==> config.mk <==
export PLATFORM = sky130hd
export DESIGN_NAME = alu_issue_arbiter
export DESIGN_NICKNAME = d
export VERILOG_FILES = /design/src/rtl/alu_issue_arbiter.sv
export SDC_FILE = /design/constraint.sdc
export NUM_CORES = 1
export LEC_CHECK = 0
export CORE_UTILIZATION = 50
export DETAILED_ROUTE_END_ITERATION = 8
export DONT_BUFFER_PORTS = 1
export PLACE_DENSITY = 0.72
export SYNTH_ARGS = -nofsm -noshare
export SYNTH_HDL_FRONTEND = slang
export SYNTH_SLANG_ARGS = --single-unit
==> constraint.sdc <==
create_clock -name clk -period 3.49 [get_ports clk]
set_input_delay 0.698 -clock clk [delete_from_list [all_inputs] [get_ports clk]]
set_output_delay 0.698 -clock clk [all_outputs]
set_load 0.03 [all_outputs]
==> src/rtl/alu_issue_arbiter.sv <==
// alu_issue_arbiter: shares one ALU between two requesters.
// Round-robin grant in IDLE, operands held on the ALU for a per-opcode
// latency in EXEC, then the captured result/flags are returned in RESP,
// tagged with the requester id. One operation in flight at a time.
module alu_issue_arbiter #(
    parameter int LAT_SIMPLE = 2,
    parameter int LAT_MUL    = 3,
    parameter int LAT_DIV    = 20,
    parameter int CNT_W      = 5
) (
    input  logic        clk,
    input  logic        rst,          // asynchronous, active-low

    input  logic        req0_valid,
    output logic        req0_ready,
    input  logic [4:0]  req0_opcode,
    input  logic [15:0] req0_src1,
    input  logic [15:0] req0_src2,

    input  logic        req1_valid,
    output logic        req1_ready,
    input  logic [4:0]  req1_opcode,
    input  logic [15:0] req1_src1,
    input  logic [15:0] req1_src2,

    output logic        alu_valid,
    output logic [4:0]  alu_opcode,
    output logic [15:0] alu_src1,
    output logic [15:0] alu_src2,
    input  logic [31:0] alu_result,
    input  logic [3:0]  alu_nzcv,

    output logic        rsp_valid,
    input  logic        rsp_ready,
    output logic        rsp_id,
    output logic [31:0] rsp_result,
    output logic [3:0]  rsp_nzcv,
    output logic        busy
);

    localparam logic [4:0] OP_MUL = 5'b00011;
    localparam logic [4:0] OP_DIV = 5'b01001;

    typedef enum logic [1:0] {
        S_IDLE = 2'd0,
        S_EXEC = 2'd1,
        S_RESP = 2'd2
    } state_t;

    state_t            state_q, state_d;
    logic              last_grant_q, last_grant_d;
    logic [CNT_W-1:0]  cnt_q, cnt_d;
    logic [4:0]        opc_q, opc_d;
    logic [15:0]       src1_q, src1_d;
    logic [15:0]       src2_q, src2_d;
    logic              id_q, id_d;
    logic              rsp_id_q, rsp_id_d;
    logic [31:0]       rsp_result_q, rsp_result_d;
    logic [3:0]        rsp_nzcv_q, rsp_nzcv_d;

    logic              grant_id;
    logic              accept;
    logic [4:0]        win_opcode;
    logic [15:0]       win_src1;
    logic [15:0]       win_src2;
    logic [CNT_W-1:0]  win_lat;

    // Round-robin winner: a lone requester wins, a tie goes to the one not granted last.
    always_comb begin
        grant_id = 1'b0;
        if (req0_valid && req1_valid) begin
            grant_id = ~last_grant_q;
        end else if (req1_valid) begin
            grant_id = 1'b1;
        end
    end

    // Ready is gated by reset so every output reads 0 while rst is low.
    assign req0_ready = rst & (state_q == S_IDLE) & req0_valid & (grant_id == 1'b0);
    assign req1_ready = rst & (state_q == S_IDLE) & req1_valid & (grant_id == 1'b1);
    assign accept     = req0_ready | req1_ready;

    // Mux the winner's operation and pick its capture latency.
    always_comb begin
        win_opcode = grant_id ? req1_opcode : req0_opcode;
        win_src1   = grant_id ? req1_src1   : req0_src1;
        win_src2   = grant_id ? req1_src2   : req0_src2;
        unique case (win_opcode)
            OP_MUL:  win_lat = CNT_W'(LAT_MUL);
            OP_DIV:  win_lat = CNT_W'(LAT_DIV);
            default: win_lat = CNT_W'(LAT_SIMPLE);
        endcase
    end

    // Next-state and datapath update for the IDLE -> EXEC -> RESP cycle.
    always_comb begin
        // NOTE: every signal gets its hold value first so no path leaves one unassigned (no latches).
        state_d      = state_q;
        last_grant_d = last_grant_q;
        cnt_d        = cnt_q;
        opc_d        = opc_q;
        src1_d       = src1_q;
        src2_d       = src2_q;
        id_d         = id_q;
        rsp_id_d     = rsp_id_q;
        rsp_result_d = rsp_result_q;
        rsp_nzcv_d   = rsp_nzcv_q;

        unique case (state_q)
            S_IDLE: begin
                if (accept) begin
                    opc_d        = win_opcode;
                    src1_d       = win_src1;
                    src2_d       = win_src2;
                    id_d         = grant_id;
                    last_grant_d = grant_id;
                    cnt_d        = win_lat;
                    state_d      = S_EXEC;
                end
            end
            S_EXEC: begin
                cnt_d = cnt_q - CNT_W'(1);
                // Last EXEC cycle: the ALU's registered output now belongs to this op.
                if (cnt_q == CNT_W'(1)) begin
                    rsp_result_d = alu_result;
                    rsp_nzcv_d   = alu_nzcv;
                    rsp_id_d     = id_q;
                    state_d      = S_RESP;
                end
            end
            S_RESP: begin
                if (rsp_ready) begin
                    state_d = S_IDLE;
                end
            end
            default: state_d = S_IDLE;
        endcase
    end

    // State and datapath registers; reset aborts any op in flight.
    always_ff @(posedge clk or negedge rst) begin
        if (!rst) begin
            // NOTE: every register is reset, including the latched operands, so outputs read 0 in reset.
            state_q      <= S_IDLE;
            last_grant_q <= 1'b1;
            cnt_q        <= '0;
            opc_q        <= '0;
            src1_q       <= '0;
            src2_q       <= '0;
            id_q         <= 1'b0;
            rsp_id_q     <= 1'b0;
            rsp_result_q <= '0;
            rsp_nzcv_q   <= '0;
        end else begin
            // NOTE: non-blocking assignments so all registers update from pre-edge values.
            state_q      <= state_d;
            last_grant_q <= last_grant_d;
            cnt_q        <= cnt_d;
            opc_q        <= opc_d;
            src1_q       <= src1_d;
            src2_q       <= src2_d;
            id_q         <= id_d;
            rsp_id_q     <= rsp_id_d;
            rsp_result_q <= rsp_result_d;
            rsp_nzcv_q   <= rsp_nzcv_d;
        end
    end

    assign alu_valid  = (state_q == S_EXEC);
    assign alu_opcode = opc_q;
    assign alu_src1   = src1_q;
    assign alu_src2   = src2_q;
    assign rsp_valid  = (state_q == S_RESP);
    assign rsp_id     = rsp_id_q;
    assign rsp_result = rsp_result_q;
    assign rsp_nzcv   = rsp_nzcv_q;
    assign busy       = (state_q != S_IDLE);

endmodule

M3 wires:
(6 px per µm)
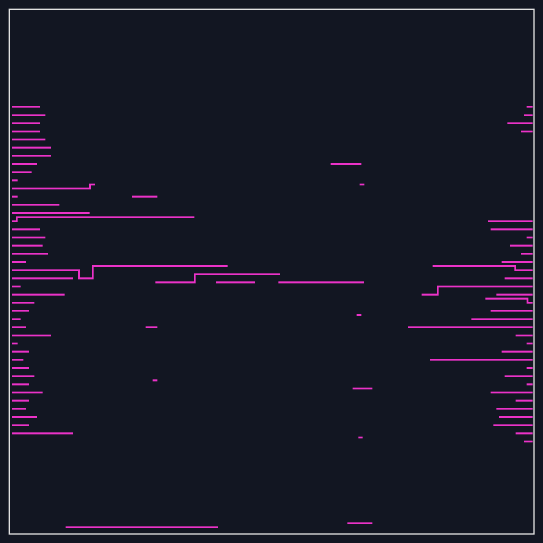
wire length on this layer: 514 µm
nets with wire on the layer: 76
main direction: horizontal
longest straight run: 29.4 µm
share of all routed wire: 7.1%

Sequential cells colored by netlist name:
(4 px per µm) Other sequential cells in the stronger gray, the rest of the logic in the fainter gray.
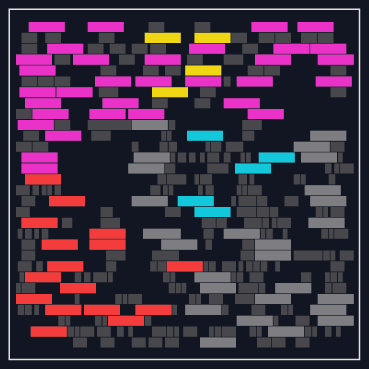
legend:
  yellow:
    signal: rsp_nzcv
    flops: 4
    where: top center
  red:
    signal: alu_src2
    flops: 16
    where: lower left
  magenta:
    signal: rsp_result
    flops: 32
  cyan:
    signal: cnt_q
    flops: 5
    where: center
not colored: 26

Clock wiring as the flow saved it:
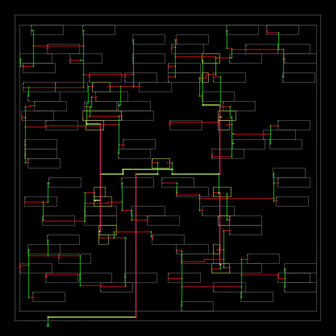
flop count: 83
clock-net power: 687 µW
clk_skew: 10.16 ps

Cell sizes after repair:
(6 px per µm)
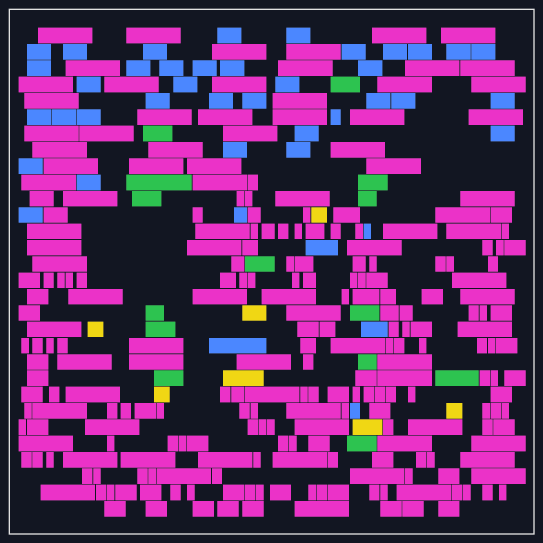
legend:
  yellow:
    size: _3 and _4 cells
    cells: 7
  blue:
    size: _2 cells
    cells: 42
  green:
    size: _6 and larger
    cells: 14
  magenta:
    size: _0 and _1 cells
    cells: 241

Routed metal per tile:
(4 px per µm) 17 x 17 tiles, from black (low) to pale yellow (high), scaled to the fullest tile. Values are wire area over tile area, all layers added.
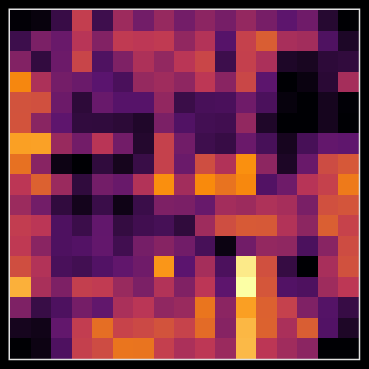
mean over tiles: 0.15
fullest tile: 0.44
emptiest ninth of the die: upper right
densest ninth of the die: bottom center
tiles over half the peak: 24%
nearly empty tiles: 4.5%
Total Wirelength: 7.263 mm
total number of vias: 2,246
Tot GR Track Use: 19.21%
DR WL/cell: 18.16 µm

-- worst max-delay path, delay by kind of cell, from the launching register on --
family	cells	cell delay, ps
simple gates	4	1310
flops	1	410
-- metrics by stage --
step                      power [µW]  cell area [µm²]  cells  utilization [%]
after floorplan                 3404             3631    301                -
after global placement          3576             3699    384            53.55
after detailed placement        3650             3699    384            53.55
after CTS                       4345             3896    400            56.41
after global routing            4542             3896    400            56.41
final                           4295             3896    400            56.41
-- state kept, by name, summed over array words and instances (netlist names) --
name and count:
alu_opcode 5, alu_src1 16, alu_src2 16, cnt_q 5, id_q 1, last_grant_q 1
rsp_id 1, rsp_nzcv 4, rsp_result 32, state_q 2
-- cell usage after synthesis, types with 2 or more instances --
library cell | instances | area (µm²)
a21o_1 | 2 | 15.01
a21oi_1 | 39 | 195.2
a221o_1 | 2 | 20.02
a31oi_1 | 2 | 12.51
buf_2 | 11 | 55.05
buf_4 | 2 | 15.01
buf_6 | 3 | 33.78
dfrtp_1 | 82 | 2052
ha_1 | 2 | 25.02
inv_1 | 6 | 22.52
mux2_1 | 2 | 22.52
mux2_2 | 35 | 394.1
mux2i_1 | 37 | 370.4
nand2_1 | 4 | 15.01
nand2b_1 | 2 | 12.51
nand3_1 | 2 | 10.01
nor2_1 | 45 | 168.9
nor3b_1 | 2 | 15.01
o21ai_0 | 4 | 20.02
o22ai_1 | 2 | 12.51
-- power groups by stage --
stage	Combinational [µW]	Sequential, µW	Clock [µW]
final	958	2650	687
after global placement	919	2660	0
after detailed placement	976	2670	0
after CTS	975	2660	710
after global routing	1090	2710	747
after floorplan	845	2560	0
-- worst max-delay path by stage --
| stage | from | to | cells past startpoint |
|---|---|---|---|
| 6_report | state_q[1]$_DFFE_PN0P_ | req0_ready | 4 |
| 3_3_place_gp | req1_valid | req1_ready | 2 |
| 3_5_place_dp | req1_valid | req1_ready | 2 |
| 4_1_cts | state_q[1]$_DFFE_PN0P_ | req0_ready | 4 |
| 2_1_floorplan | req1_valid | req0_ready | 4 |
| 5_1_grt | state_q[1]$_DFFE_PN0P_ | req0_ready | 4 |
-- final cells by class --
type	count	share of cell area (%)
Clock buffer	9	3.179
Clock inverter	7	1.895
Inverter	7	0.6744
Multi-Input combinational cell	194	36.74
Sequential cell	83	53.34
Tap cell	96	3.083
Timing Repair Buffer	4	1.092
-- cell families (layout without fill, tap and decap cells) --
group                      after synthesis  after routing  synth area share (%)
AOI/OAI and AO/OA                       55             55                 8.718
DFF                                     83             83                 57.24
and+or+nand+nor                         62             62                 7.753
buffers and inverters                   24             27                 3.687
adders and majority gates                2              2                0.6891
xor gates and xnor gates                 1              1                0.2413
muxes                                   74             74                 21.67
-- metal layers --
metal  routed length [µm]  track usage [%]
met5                    0                0
met1                 2694            20.29
met4                  133            9.389
met3                  514            5.592
met2                 3920            34.93
==> summary.txt <==
fresh numbers from the pnr run: R2R cell count=5, Post-DP HPWL=just over 5 mm, Remaining DRCs=0, clk latency late pin=350 ps, I/O Buffers=0, Yosys chip area=roughly 0.0036 mm², fp util=52.57%, sequential cell area=0.002078 mm², Iter 0 DRT Violations=86, crit-path max FO=5, critical path endpoint category=output port, critical path arrival=2060 ps, count of pins over their slew limit=0, most numerous logic cell after layout=dfrtp_1, P&R area growth vs syn=7.305%, Critical Path RT=2790 ps, Gate Area=0.001431 mm², Die Width=87.22 µm, clk root buf=clkbuf_8, vias in the first global route=2,256, FF-to-FF setup slack=1420 ps, crit-path most repeated cell=nor2_1, Top FF cell, synth=dfrtp_1, hold slack=32.54 ps, crit start category=register, Gates resized, CTS repair=0, die height=87.22 µm, layout cells sized above 1=20.72%, run status=finished, final reports clean, Final GP Congestion=approximately 0.7, worst flop-to-flop path startpoint=state_q[1]$_DFFE_PN0P_, Max Cap Viol=0, Hold Buf Count CTS=0, Mean Syn Cell Area=12.06 µm², Clock Sinks=between 80 and 90, Slew headroom=50.89%, slowest stage delay, CP=470 ps, Hold/Removal Path Class=input pin to asynchronous set/reset pin, Vias per Instance=5.615
Power is estimated from default activity; no workload was simulated.
